===== config.mk =====
export PLATFORM = sky130hd
export DESIGN_NAME = display_decoder
export DESIGN_NICKNAME = d
export VERILOG_FILES = /design/src/rtl/display_pkg.sv /design/src/rtl/display_decoder_seg_to_bcd.sv /design/src/rtl/display_decoder.sv
export SDC_FILE = /design/constraint.sdc
export NUM_CORES = 1
export LEC_CHECK = 0
export CAP_MARGIN = 20
export CORE_ASPECT_RATIO = 1.5
export CORE_MARGIN = 1.5
export CORE_UTILIZATION = 60
export DETAILED_ROUTE_END_ITERATION = 8
export PLACE_DENSITY = 0.93
export SETUP_SLACK_MARGIN = 0.02
export SYNTH_ARGS = -nofsm -noshare
export SYNTH_HDL_FRONTEND = slang
export SYNTH_SLANG_ARGS = --single-unit

===== constraint.sdc =====
create_clock -name CLK -period 4.5 [get_ports CLK]
set_clock_uncertainty 0.2 [all_clocks]
set_input_delay 0.9 -clock CLK [delete_from_list [all_inputs] [get_ports CLK]]
set_output_delay 0.9 -clock CLK [all_outputs]
set_load 0.01 [all_outputs]

===== src/rtl/display_pkg.sv =====
// display_pkg -- shared definitions for the seven-segment display path.
//
// Holds the ten legal digit patterns (bit6 = segment a ... bit0 = segment g,
// active-high) used both by the display driver and by display_decoder, the
// decoder FSM state type, and a digit -> pattern helper for the driver side.
package display_pkg;

  localparam logic [6:0] NUM_0 = 7'b1111110;
  localparam logic [6:0] NUM_1 = 7'b0110000;
  localparam logic [6:0] NUM_2 = 7'b1101101;
  localparam logic [6:0] NUM_3 = 7'b1111001;
  localparam logic [6:0] NUM_4 = 7'b0110011;
  localparam logic [6:0] NUM_5 = 7'b1011011;
  localparam logic [6:0] NUM_6 = 7'b1011111;
  localparam logic [6:0] NUM_7 = 7'b1110000;
  localparam logic [6:0] NUM_8 = 7'b1111111;
  localparam logic [6:0] NUM_9 = 7'b1110011;

  // Decoder frame FSM: waiting, settling tens, tens held, settling ones.
  typedef enum logic [1:0] {
    IDLE     = 2'd0,
    SETTLE_T = 2'd1,
    HAVE_T   = 2'd2,
    SETTLE_O = 2'd3
  } state_t;

  // Digit to segment pattern; out-of-range digits blank the display.
  function automatic logic [6:0] digit_to_seg(input logic [3:0] digit);
    logic [6:0] seg;
    case (digit)
      4'd0:    seg = NUM_0;
      4'd1:    seg = NUM_1;
      4'd2:    seg = NUM_2;
      4'd3:    seg = NUM_3;
      4'd4:    seg = NUM_4;
      4'd5:    seg = NUM_5;
      4'd6:    seg = NUM_6;
      4'd7:    seg = NUM_7;
      4'd8:    seg = NUM_8;
      4'd9:    seg = NUM_9;
      default: seg = 7'b0000000;
    endcase
    return seg;
  endfunction

endpackage


===== src/rtl/display_decoder_seg_to_bcd.sv =====
// seg_to_bcd -- combinational segment pattern to BCD digit.
//
// Ports:
//   pattern  in   7  segment pattern, bit6 = a ... bit0 = g
//   legal    out  1  pattern is exactly one of NUM_0..NUM_9
//   digit    out  4  decoded digit (0 when not legal)
module seg_to_bcd
  import display_pkg::*;
(
  input  logic [6:0] pattern,
  output logic       legal,
  output logic [3:0] digit
);

  // Exact-match lookup; every other pattern, including blank, is illegal.
  always_comb begin
    legal = 1'b1;
    digit = 4'd0;
    case (pattern)
      NUM_0:   digit = 4'd0;
      NUM_1:   digit = 4'd1;
      NUM_2:   digit = 4'd2;
      NUM_3:   digit = 4'd3;
      NUM_4:   digit = 4'd4;
      NUM_5:   digit = 4'd5;
      NUM_6:   digit = 4'd6;
      NUM_7:   digit = 4'd7;
      NUM_8:   digit = 4'd8;
      NUM_9:   digit = 4'd9;
      default: begin
        legal = 1'b0;
        digit = 4'd0;
      end
    endcase
  end

endmodule


===== src/rtl/display_decoder.sv =====
// display_decoder -- recovers a two-digit value (0..99) from a multiplexed
// seven-segment display by sniffing its segment and digit-select lines.
//
// A frame is a tens phase (DIGIT_SELECT low) followed by a ones phase
// (DIGIT_SELECT high). In each phase the pattern must hold unchanged for
// SETTLE_CYCLES cycles before it is captured.
//
// Ports:
//   CLK           in   1  clock, all flops on the rising edge
//   RST_N         in   1  asynchronous active-low reset
//   SEGMENTS      in   7  segment lines, bit6 = a ... bit0 = g, active-high
//   DIGIT_SELECT  in   1  0 = tens digit shown, 1 = ones digit shown
//   DATA_OUT      out  8  last decoded value
//   DATA_VALID    out  1  one-cycle pulse when DATA_OUT updates
//   SEG_ERROR     out  1  one-cycle pulse when a captured pattern is illegal
//   STALE         out  1  no completed frame for TIMEOUT_CYCLES cycles
//
// Build option: define DISPLAY_DECODER_STALE_EN to build the stale timeout;
// otherwise STALE is tied low and TIMEOUT_CYCLES has no effect.
module display_decoder
  import display_pkg::*;
#(
  parameter int SETTLE_CYCLES  = 4,
  parameter int TIMEOUT_CYCLES = 5_000_000
) (
  input  logic       CLK,
  input  logic       RST_N,
  input  logic [6:0] SEGMENTS,
  input  logic       DIGIT_SELECT,
  output logic [7:0] DATA_OUT,
  output logic       DATA_VALID,
  output logic       SEG_ERROR,
  output logic       STALE
);

  // The settle counter only needs to reach SETTLE_CYCLES-1: capture happens
  // on the edge where it would reach SETTLE_CYCLES.
  localparam int CNT_W = (SETTLE_CYCLES > 1) ? $clog2(SETTLE_CYCLES) : 1;
  localparam logic [CNT_W-1:0] CAPTURE_AT = CNT_W'(SETTLE_CYCLES - 1);

  logic [6:0]       seg_meta_r;
  logic [6:0]       seg_sync_r;
  logic [6:0]       seg_prev_r;
  logic             sel_meta_r;
  logic             sel_sync_r;
  logic             sel_prev_r;

  logic             sel_rise_s;
  logic             sel_fall_s;
  logic             seg_change_s;
  logic             legal_s;
  logic [3:0]       digit_s;
  logic [7:0]       data_value_s;

  state_t           state_r;
  state_t           state_n;
  logic [CNT_W-1:0] cnt_r;
  logic [CNT_W-1:0] cnt_n;
  logic             tens_load_s;
  logic             data_load_s;
  logic             err_s;

  logic [3:0]       tens_r;
  logic [7:0]       data_out_r;
  logic             data_valid_r;
  logic             seg_error_r;

  // Two-flop synchronizers plus one history stage for edge/change detection.
  always_ff @(posedge CLK or negedge RST_N) begin
    if (!RST_N) begin
      seg_meta_r <= 7'd0;
      seg_sync_r <= 7'd0;
      seg_prev_r <= 7'd0;
      sel_meta_r <= 1'b0;
      sel_sync_r <= 1'b0;
      sel_prev_r <= 1'b0;
    end else begin
      seg_meta_r <= SEGMENTS;
      seg_sync_r <= seg_meta_r;
      seg_prev_r <= seg_sync_r;
      sel_meta_r <= DIGIT_SELECT;
      sel_sync_r <= sel_meta_r;
      sel_prev_r <= sel_sync_r;
    end
  end

  assign sel_rise_s   = sel_sync_r & ~sel_prev_r;
  assign sel_fall_s   = ~sel_sync_r & sel_prev_r;
  assign seg_change_s = (seg_sync_r != seg_prev_r);

  seg_to_bcd u_seg_to_bcd (
    .pattern (seg_sync_r),
    .legal   (legal_s),
    .digit   (digit_s)
  );

  // tens <= 9 and ones <= 9, so the result never exceeds 99 in 8 bits.
  assign data_value_s = (8'(tens_r) * 8'd10) + 8'(digit_s);

  // FSM state and settle counter registers.
  always_ff @(posedge CLK or negedge RST_N) begin
    if (!RST_N) begin
      state_r <= IDLE;
      cnt_r   <= '0;
    end else begin
      state_r <= state_n;
      cnt_r   <= cnt_n;
    end
  end

  // Next-state and capture decisions. In the settle states a select edge
  // takes priority over capture and is treated exactly as it would be from
  // IDLE: falling restarts the tens phase, rising is dropped.
  always_comb begin
    state_n     = state_r;
    cnt_n       = cnt_r;
    tens_load_s = 1'b0;
    data_load_s = 1'b0;
    err_s       = 1'b0;
    case (state_r)
      IDLE: begin
        if (sel_fall_s) begin
          state_n = SETTLE_T;
          cnt_n   = '0;
        end else begin
          state_n = IDLE;
          cnt_n   = '0;
        end
      end
      SETTLE_T, SETTLE_O: begin
        if (sel_fall_s) begin
          state_n = SETTLE_T;
          cnt_n   = '0;
        end else if (sel_rise_s) begin
          state_n = IDLE;
          cnt_n   = '0;
        end else if (seg_change_s) begin
          cnt_n = '0;
        end else if (cnt_r == CAPTURE_AT) begin
          cnt_n = '0;
          if (!legal_s) begin
            err_s   = 1'b1;
            state_n = IDLE;
          end else if (state_r == SETTLE_T) begin
            tens_load_s = 1'b1;
            state_n     = HAVE_T;
          end else begin
            data_load_s = 1'b1;
            state_n     = IDLE;
          end
        end else begin
          cnt_n = cnt_r + CNT_W'(1);
        end
      end
      HAVE_T: begin
        if (sel_rise_s) begin
          state_n = SETTLE_O;
          cnt_n   = '0;
        end else if (sel_fall_s) begin
          state_n = SETTLE_T;
          cnt_n   = '0;
        end else begin
          state_n = HAVE_T;
          cnt_n   = '0;
        end
      end
      default: begin
        state_n = IDLE;
        cnt_n   = '0;
      end
    endcase
  end

  // Captured digits and registered result/pulse outputs.
  always_ff @(posedge CLK or negedge RST_N) begin
    if (!RST_N) begin
      tens_r       <= 4'd0;
      data_out_r   <= 8'd0;
      data_valid_r <= 1'b0;
      seg_error_r  <= 1'b0;
    end else begin
      data_valid_r <= data_load_s;
      seg_error_r  <= err_s;
      if (tens_load_s) begin
        tens_r <= digit_s;
      end
      if (data_load_s) begin
        data_out_r <= data_value_s;
      end
    end
  end

  assign DATA_OUT   = data_out_r;
  assign DATA_VALID = data_valid_r;
  assign SEG_ERROR  = seg_error_r;

`ifdef DISPLAY_DECODER_STALE_EN
  localparam int STALE_W = $clog2(TIMEOUT_CYCLES + 1);
  localparam logic [STALE_W-1:0] STALE_MAX = STALE_W'(TIMEOUT_CYCLES);

  logic [STALE_W-1:0] stale_cnt_r;
  logic [STALE_W-1:0] stale_cnt_n;
  logic               stale_r;

  // Stale counter clears in step with the DATA_VALID pulse and saturates.
  always_comb begin
    stale_cnt_n = stale_cnt_r;
    if (data_load_s) begin
      stale_cnt_n = '0;
    end else if (stale_cnt_r != STALE_MAX) begin
      stale_cnt_n = stale_cnt_r + STALE_W'(1);
    end else begin
      stale_cnt_n = STALE_MAX;
    end
  end

  // Stale counter and its registered flag, kept equal to (count == max).
  always_ff @(posedge CLK or negedge RST_N) begin
    if (!RST_N) begin
      stale_cnt_r <= '0;
      stale_r     <= 1'b0;
    end else begin
      stale_cnt_r <= stale_cnt_n;
      stale_r     <= (stale_cnt_n == STALE_MAX);
    end
  end

  assign STALE = stale_r;
`else
  assign STALE = 1'b0;
`endif

endmodule


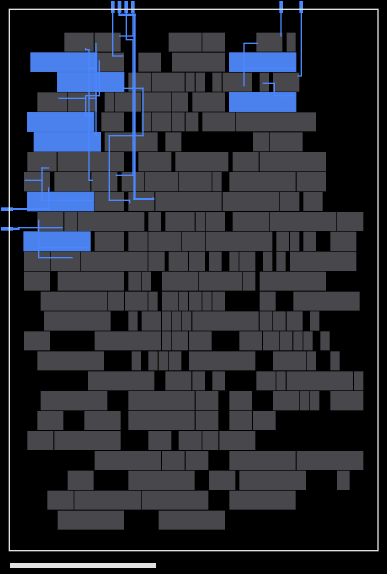
Run 1: nets reached from selected ports
Bar = 20 µm.
legend:
  DATA_OUT:
    color: blue
    bits: 8
    direction: output
    end_cells: 8
    wire: 221 µm

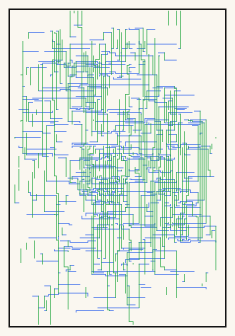
Run 1: routed metal, one color a layer
Only two layers are drawn.
legend:
  M1:
    color: blue
    wire_length: 1360 µm
  M2:
    color: green
    wire_length: 2010 µm

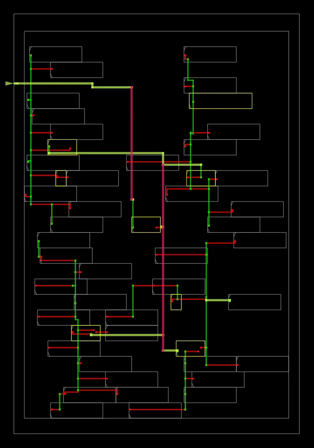
Run 1: clock routing
Clock group: 0.286 mW
TritonCTS Sinks: 42

==> run notes, run 1 <==
• **status** complete, no violations
• **most area-hungry cell type in the Yosys netlist** sky130_fd_sc_hd__dfrtp_1
• **final tally of max-slew violations** 0
• **worst-path maximum fanout** 8
• **Slowest-stage cell, CP** sky130_fd_sc_hd__dfrtp_1
• **power per cell area** 328 nW/µm²
• **logic share of the area** 0.375
• **most frequent logic cells in the routed design** sky130_fd_sc_hd__dfrtp_1, sky130_fd_sc_hd__clkdlybuf4s50_1, sky130_fd_sc_hd__nor2_1
• **global routing usage summed across all routing layers** 0.224
• **clock input transition at the sequential cells of the worst setup and hold paths** 0.08 ns
• **antenna violations before repair** 0
• **number of setup violations in the final report** 0
• **CP peak stage delay** 0.48 ns
• **Cell area leaders** sky130_fd_sc_hd__dfrtp_1, sky130_fd_sc_hd__ha_1, sky130_fd_sc_hd__mux2_2
• **H-tree level count** 2
• **total number of vias** 1346
• **count of pins on the block boundary** 21
• **# Cells Yosys** 171
• **net switching power** 0.174 mW
• **start point of the worst hold path** seg_meta_r[5]
• **total count of hold-check failures in the final report** 0
• **Core ar.** 3160 µm²
• **Area-dominant class** sequential cells
• **share of power burned in registers** 0.549
• **Worst Hold Path Cells** 0
• **yosys synthesis chip area** 2000 µm²
• **tally of OpenROAD warnings** 27
• **sequential share of cell area** 0.457
• **cells after synthesis** 171
• **net switching fraction of the power** 0.231
• **final antenna diode count** 0
• **FP Rows** 25
• **Detail Route Antenna Nets** 0
• **Max-Slew Margin vs Limit** 0.401
• **Die Area** 3700 µm²
• **number of gates resized after CTS** 0
• **startpoint types** register
• **required time of the worst setup path** 4.48 ns
• **IR Drop Worst-Case VDD** 0.000319 V
• **ratio of final minimum period to clock period** 0.715
• **NumNets Final** 211
• **endpoint of the most critical setup path** DATA_OUT[7]
• **critical path buffer and inverter count** 1
• **TritonCTS clock tree** done
• **number of buffers created by CTS** 5
• **final routed DRC violation total** 0
• **number of clock-tree buffers in the layout** 5
• **gate family responsible for the most delay along the worst path** simple AND/OR/NAND/NOR gates
• **cell area after synthesis** 2000 µm²
• **Floorplan Utilization** 0.634
• **RSZ-0062 raised after global routing** false
• **post-DR wirelength/cell** 15.7 µm
• **minimum period implied by the final worst setup slack** 3.22 ns
• **non-clock buffer area fraction after layout** 0.0805
• **Syn-to-layout area delta** 14.8%
• **part of the power in combinational logic** 0.071
• **depth of the worst register-to-register path** 12
• **worst hold margin** 0.151 ns
• **worst r2r src** seg_sync_r[2]
• **Clock Root Buffer** sky130_fd_sc_hd__clkbuf_8
• **share of final layout cell area taken by clock buffers and inverters** 0.0473
• **Post-synth EDFFs** 0
• **Commonest flop** sky130_fd_sc_hd__dfrtp_1
• **Detailed Place HPWL** 2630 µm
• **worst-margin pin slew** 0.898 ns
• **Fillers** 205
• **endpoint of the worst hold path** seg_sync_r[5]
• **Seq Cell Count** 42
• **Logic inverters** 11
• **average cell area after synthesis** 11.7 µm²
• **number of synthesized register bits** 42
• **total wire length after detailed routing** 3610 µm
• **post-detailed-route via-to-cell ratio** 5.85
• **worst-case register-to-register setup slack** 1.28 ns
• **critical path depth** 12
• **first drt pass iteration count** 5
• **largest net degree at the start of global routing** 43
• **P_leak** 1.06 nW
• **total number of yosys warnings** 0
run 1: per-layer routing:
layer	part of all wire	track usage	wire, µm
met1	0.38	0.242	1360
met2	0.56	0.406	2010
met3	0.040	0.0630	144
met4	0.026	0.0895	95
met5	0	0	0
run 1: sequential cells by signal (all words and copies together) (netlist names):
name / cells
DATA_OUT: 8
DATA_VALID: 1
SEG_ERROR: 1
cnt_r: 2
seg_meta_r: 7
seg_prev_r: 7
seg_sync_r: 7
sel_meta_r: 1
sel_prev_r: 1
sel_sync_r: 1
state_r: 2
tens_r: 4
run 1: cell usage after synthesis, drive strengths merged (4+ instances only):
cell type and n:
nand2 11, xnor2 10, a21oi 4, nor2 12, xor2 4, dfrtp 42, ha 10, mux2 11
nand4 5, buf 7, o21ai 7, inv 11, o211ai 4
run 1: power groups by stage:
stage	clock network [mW]	registers [mW]	logic, mW
floorplan	0	0.409	0.0415
global placement	0	0.418	0.0484
detailed placement	0	0.421	0.0535
CTS	0.293	0.413	0.0537
global route	0.307	0.416	0.0600
finish	0.286	0.414	0.0538
run 1: cell families after synthesis:
kind of cell	after synthesis	synth area share
other cells	1	0.00187
flops	42	0.525
simple gates	45	0.114
xor+xnor	14	0.0612
mux	13	0.0718
compound gates	25	0.0999
fa+ha+maj	12	0.0824
buf+inv	19	0.0443
run 1: stage by stage:
stage | area, µm² | setup slack [ns] | std cells | power, mW | utilization
floorplan | 2000 | 1.57 | 171 | 0.451 | -
global route | 2300 | 1.04 | 230 | 0.783 | 0.728
finish | 2300 | 1.28 | 230 | 0.754 | 0.728
global placement | 2190 | 1.52 | 222 | 0.467 | 0.693
detailed placement | 2190 | 1.35 | 222 | 0.474 | 0.693
CTS | 2300 | 1.31 | 230 | 0.760 | 0.728
## Run 2: what changed since run 1
Settings changed: CORE_UTILIZATION 60 to 55, PLACE_DENSITY 0.93 to 0.87.
Clock period 4.5 ns to 3.1 ns, I/O delays scaled along.
==> run 2 against run 1 <==
Net effect: synthesized cell count is the same; hold slack gained 0.00068 ns; cell count grew 4.8%; critical path depth is the same; clock power grew 47%; combinational power grew 65%; first-iteration DRC count shrank 41%; design area grew 3.9%; critical endpoint unchanged; highest routed layer unchanged.
==> run notes, run 2 <==
• **worst-case register-to-register setup slack** 0.16 ns, was 1.28 ns
• **total number of vias** 1352, was 1346
• **Syn-to-layout area delta** 19.3%, was 14.8%
• **post-detailed-route via-to-cell ratio** 5.61, was 5.85
• **ratio of final minimum period to clock period** 0.947, was 0.715
• **minimum period implied by the final worst setup slack** 2.94 ns, was 3.22 ns
• **share of power burned in registers** 0.541, was 0.549
• **final antenna diode count** 0, unchanged
• **required time of the worst setup path** 3.08 ns, was 4.48 ns
• **top-count cell post-synth** sky130_fd_sc_hd__dfrtp_1, unchanged
• **NumNets Final** 220, was 211
• **met2 track utilization from global routing** 0.366, was 0.406
• **GR met1 Demand/Resource** 0.245, was 0.242
• **gate family responsible for the most delay along the worst path** simple AND/OR/NAND/NOR gates, unchanged
• **combinational logic power** 0.0889 mW, was 0.0538 mW
• **most frequent logic cells in the routed design** sky130_fd_sc_hd__dfrtp_1, sky130_fd_sc_hd__clkdlybuf4s50_1, was sky130_fd_sc_hd__dfrtp_1, sky130_fd_sc_hd__clkdlybuf4s50_1, sky130_fd_sc_hd__nor2_1
• **depth of the worst register-to-register path** 12, unchanged
• **average cell area after synthesis** 11.7 µm², unchanged
• **status** complete, no violations, unchanged
• **power per cell area** 463 nW/µm², was 328 nW/µm²
• **total wire length after detailed routing** 3770 µm, was 3610 µm
• **yosys synthesis chip area** 2000 µm², unchanged
• **top metal layer carrying routed signals** met4, unchanged
• **worst-margin pin slew** 0.887 ns, was 0.898 ns
• **TritonCTS clock tree** done, unchanged
• **worst r2r src** seg_sync_r[2], unchanged
• **number of setup violations in the final report** 0, unchanged
• **critical path depth** 12, unchanged
• **# Cells Yosys** 171, unchanged
• **TritonCTS Sinks** 42, unchanged
• **Detail Route Antenna Nets** 0, unchanged
• **post-DR wirelength/cell** 15.6 µm, was 15.7 µm
• **total power consumption of the routed design** 1.11 mW, was 0.754 mW
• **wire length on met1** 1410 µm, was 1360 µm
• **area of all placed cells without fillers** 2390 µm², was 2300 µm²
• **cell area after synthesis** 2000 µm², unchanged
• **critical path buffer and inverter count** 1, unchanged
• **Core ar.** 3450 µm², was 3160 µm²
• **clock input transition at the sequential cells of the worst setup and hold paths** 0.07 ns, was 0.08 ns
• **heaviest power group** registers, unchanged
• **final tally of max-slew violations** 0, unchanged
• **tally of OpenROAD warnings** 27, unchanged
• **met3 Track Usage GR** 0.0584, was 0.0630
• **most area-hungry cell type in the Yosys netlist** sky130_fd_sc_hd__dfrtp_1, unchanged
• **flip-flop count of the largest register, all copies and words added** 8, unchanged
• **grt total ovfl** 0, unchanged
• **H-tree level count** 2, unchanged
• **routing layer with the top usage in global route** met2, unchanged
• **Cell area leaders** sky130_fd_sc_hd__dfrtp_1, sky130_fd_sc_hd__ha_1, sky130_fd_sc_hd__mux2_2, unchanged
• **count of pins on the block boundary** 21, unchanged
• **detailed-routed wire length on met2** 2060 µm, was 2010 µm
• **total count of hold-check failures in the final report** 0, unchanged
• **routed length on met3** 137 µm, was 144 µm
• **IR Drop Worst-Case VDD** 0.000434 V, was 0.000319 V
• **utilization after layout** 0.693, was 0.728
• **Max-Slew Margin vs Limit** 0.409, was 0.401
• **endpoint of the most critical setup path** DATA_OUT[7], unchanged
• **P_leak** 1.08 nW, was 1.06 nW
• **cells after synthesis** 171, unchanged
• **largest net degree at the start of global routing** 43, unchanged
• **number of buffers created by CTS** 5, unchanged
• **Post-synth EDFFs** 0, unchanged
• **Floorplan Utilization** 0.581, was 0.634
• **total number of yosys warnings** 0, unchanged
• **first drt pass iteration count** 4, was 5
• **area after detailed placement** 2220 µm², was 2190 µm²
• **antenna violations before repair** 0, unchanged
• **startpoint types** register, unchanged
• **worst-path maximum fanout** 5, was 8
• **CP peak stage delay** 0.45 ns, was 0.48 ns
• **global routing usage summed across all routing layers** 0.219, was 0.224
• **Fillers** 250, was 205
• **final routed DRC violation total** 0, unchanged
• **net switching fraction of the power** 0.230, was 0.231
## run 2: cell counts after synthesis
Identical to the previous run, type by type.
## run 2: cells by family (layout without fill, tap and decap cells)
| kind of cell | Yosys count | after routing | share of synthesized area |
|---|---|---|---|
| mux | 13 | 13 | 0.0718 |
| simple gates | 45 | 45 | 0.114 |
| flops | 42 | 42 | 0.525 |
| xor+xnor | 14 | 14 | 0.0612 |
| compound gates | 25 | 25 | 0.0999 |
| buf+inv | 19 | 47 | 0.0443 |
| fa+ha+maj | 12 | 12 | 0.0824 |
| other cells | 1 | 1 | 0.00187 |
## run 2: stage by stage
step | cells | setup WS [ns]
finish | 241 | 0.163
global route | 241 | 0.0161
CTS | 235 | 0.0795
detailed placement | 227 | 0.0221
global placement | 227 | 0.212
floorplan | 171 | 0.171
## run 2: worst min path at each step
stage	from	to	slack (ns)	depth (start not counted)
after global routing	sel_meta_r	sel_sync_r	0.16	0
after floorplan	RST_N	DATA_OUT[0]	0.12	0
final	seg_meta_r[2]	seg_sync_r[2]	0.15	0
after global placement	seg_meta_r[2]	seg_sync_r[2]	0.13	0
after detailed placement	sel_meta_r	sel_sync_r	0.14	0
after CTS	sel_meta_r	sel_sync_r	0.15	0
## run 2: timing repair
| item | CTS | global route |
|---|---|---|
| setup endpoints to repair | 1 | 3 |
| resized | 1 | 8 |
| buffers inserted | 0 | 6 |
| gates cloned | 0 | 0 |
| hold buffers | 0 | 0 |
## run 2: layout make-up
class / count / area, µm² / share of cell area
repair buffers: 28 / 253 / 0.106
multi-input cells: 110 / 876 / 0.366
inverters: 11 / 41.3 / 0.0173
well taps: 42 / 52.6 / 0.0220
flip-flops and latches: 42 / 1060 / 0.442
clock buffers: 6 / 72.6 / 0.0304
clock inverters: 2 / 37.5 / 0.0157
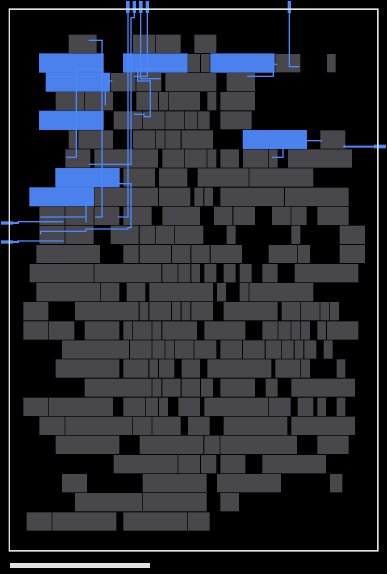
Run 2: nets reached from selected ports
Bar = 20 µm.
legend:
  DATA_OUT:
    color: blue
    bits: 8
    direction: output
    end_cells: 8
    wire: 224 µm

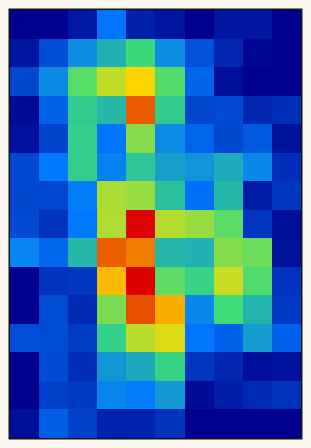
Run 2: wiring heat map
The die is cut into 10 by 15 equal tiles; dark blue is low, red is high, scaled to the fullest tile. Values are wire area over tile area, all layers added.
mean over tiles: 0.15
emptiest ninth of the die: north-east
tiles over half the peak: 18%
fullest tile: 0.55
densest ninth of the die: center
nearly empty tiles: 11%

## Run 3: what changed since run 2
Settings changed: CORE_MARGIN 1.5 to 2, HOLD_SLACK_MARGIN set to 0.1.
==> run 3 against run 2 <==
Net effect: clock power decreased by 12%; hold slack improved by 0.0028 ns; via count increased by 2.4%; global-route usage decreased by 0.85 points; area after synthesis unchanged; cell count unchanged; count of clock-buffer cells in the layout decreased by 1; combinational power decreased by 2.6%; design area decreased by 0.63%; power decreased by 4.4%; sequential share of layout area increased by 0.28 points; largest cell class unchanged; largest power group unchanged.
==> run notes, run 3 <==
• **number of setup violations in the final report** 0, unchanged
• **average cell area after synthesis** 11.7 µm², unchanged
• **cts hold-fix bufs** 0, unchanged
• **net switching fraction of the power** 0.264, was 0.230
• **RSZ-0062 raised after global routing** false, unchanged
• **area after detailed placement** 2220 µm², unchanged
• **share of power burned in registers** 0.569, was 0.541
• **critical path buffer and inverter count** 1, unchanged
• **list of most frequent post-synthesis cells** sky130_fd_sc_hd__dfrtp_1, sky130_fd_sc_hd__nor2_1, sky130_fd_sc_hd__inv_1, sky130_fd_sc_hd__mux2_2, sky130_fd_sc_hd__nand2_1, unchanged
• **Cell area leaders** sky130_fd_sc_hd__dfrtp_1, sky130_fd_sc_hd__ha_1, sky130_fd_sc_hd__mux2_2, unchanged
• **FP Rows** 26, unchanged
• **top-count cell post-synth** sky130_fd_sc_hd__dfrtp_1, unchanged
• **power per cell area** 445 nW/µm², was 463 nW/µm²
• **total number of vias** 1384, was 1352
• **tally of OpenROAD warnings** 27, unchanged
• **yosys synthesis chip area** 2000 µm², unchanged
• **most area-hungry cell type in the Yosys netlist** sky130_fd_sc_hd__dfrtp_1, unchanged
• **depth of the worst register-to-register path** 12, unchanged
• **Die Area** 4150 µm², was 4020 µm²
• **# Cells Yosys** 171, unchanged
• **most frequent logic cells in the routed design** sky130_fd_sc_hd__dfrtp_1, sky130_fd_sc_hd__clkdlybuf4s50_1, unchanged
• **IR Drop Worst-Case VDD** 0.000420 V, was 0.000434 V
• **number of setup buffers added after CTS** 0, unchanged
• **worst hold margin** 0.154 ns, was 0.151 ns
• **total number of yosys warnings** 0, unchanged
• **gate family responsible for the most delay along the worst path** simple AND/OR/NAND/NOR gates, unchanged
• **total power consumption of the routed design** 1.06 mW, was 1.11 mW
• **cells after synthesis** 171, unchanged
• **net switching power** 0.279 mW, was 0.254 mW
• **Detailed Place HPWL** 2630 µm, was 2610 µm
• **Floorplan Utilization** 0.581, unchanged
• **number of synthesized register bits** 42, unchanged
• **count of pins on the block boundary** 21, unchanged
• **final tally of max-slew violations** 0, unchanged
• **final routed DRC violation total** 0, unchanged
• **utilization after layout** 0.689, was 0.693
• **antenna violations before repair** 0, unchanged
• **worst-path maximum fanout** 8, was 5
• **NumNets Final** 220, unchanged
• **startpoint types** register, unchanged
• **Detail Route Antenna Nets** 0, unchanged
• **number of gates resized after CTS** 0, was 1
• **TritonCTS clock tree** done, unchanged
• **Post-synth EDFFs** 0, unchanged
• **part of the power in combinational logic** 0.082, was 0.080
• **status** complete, no violations, unchanged
• **total wire length after detailed routing** 3720 µm, was 3770 µm
• **global routing usage summed across all routing layers** 0.210, was 0.219
• **flip-flop count of the largest register, all copies and words added** 8, unchanged
• **Syn-to-layout area delta** 18.6%, was 19.3%
• **final standard cell count with taps included and fillers excluded** 241, unchanged
• **first drt pass iteration count** 4, unchanged
• **clock input transition at the sequential cells of the worst setup and hold paths** 0.09 ns, was 0.07 ns
-- run 3: logic make-up (layout without fill, tap and decap cells) --
logic type	count (synthesis)	after routing	share of synthesized area
adders and majority gates	12	12	0.0824
xor gates and xnor gates	14	14	0.0612
AOI/OAI and AO/OA	25	25	0.0999
DFF	42	42	0.525
muxes	13	13	0.0718
buffers and inverters	19	47	0.0443
and+or+nand+nor	45	45	0.114
other	1	1	0.00187
-- run 3: worst paths after layout --
check / from / endpoint / slack [ns]
worst max register to register: seg_sync_r[3] / DATA_OUT[7] / 0.23
max in group asynchronous: RST_N / seg_sync_r[5] / 1.84
worst max-delay path: seg_sync_r[3] / DATA_OUT[7] / 0.23
worst min register to register: sel_meta_r / sel_sync_r / 0.15
min in group asynchronous: RST_N / sel_sync_r / 0.24
worst min-delay path: sel_meta_r / sel_sync_r / 0.15
-- run 3: metal layers --
layer	part of all wire	vias up	global-route usage
li1	-	637	-
met2	0.56	39	0.353
met1	0.37	700	0.235
met5	0	-	0
met3	0.042	8	0.0615
met4	0.022	0	0.100
-- run 3: power groups by stage --
stage | sequential (mW) | clock (mW) | combinational, mW
after global placement | 0.606 | 0 | 0.0723
after global routing | 0.605 | 0.403 | 0.0983
after detailed placement | 0.610 | 0 | 0.0794
final | 0.602 | 0.369 | 0.0866
after floorplan | 0.594 | 0 | 0.0603
after CTS | 0.600 | 0.380 | 0.0796
-- run 3: final cells by class --
| class | instances | area, µm² |
|---|---|---|
| repair buffers | 28 | 253 |
| clock buffers | 5 | 68.8 |
| well taps | 42 | 52.6 |
| flip-flops and latches | 42 | 1060 |
| inverters | 11 | 41.3 |
| multi-input cells | 110 | 876 |
| clock inverters | 3 | 26.3 |
| fillers | 264 | 1070 |
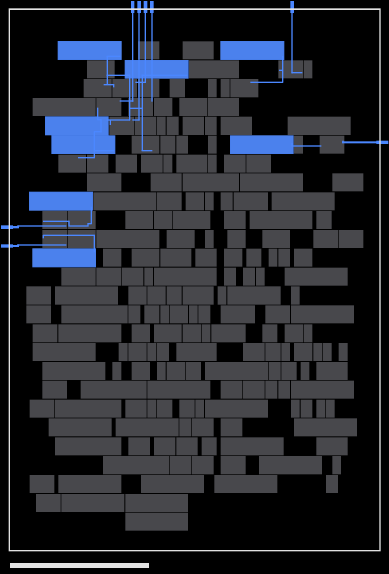
Run 3: nets reached from selected ports
Bar = 20 µm.
legend:
  DATA_OUT:
    color: blue
    bits: 8
    direction: output
    end_cells: 8
    wire: 176 µm

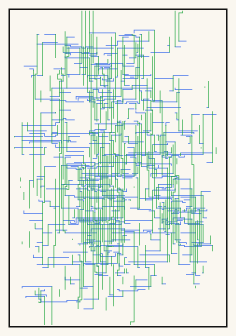
Run 3: routed metal, one color a layer
Only two layers are drawn.
legend:
  M2:
    color: green
    wire_length: 2090 µm
  M1:
    color: blue
    wire_length: 1390 µm

No activity file was given, so power comes from the tool's default toggle rates.
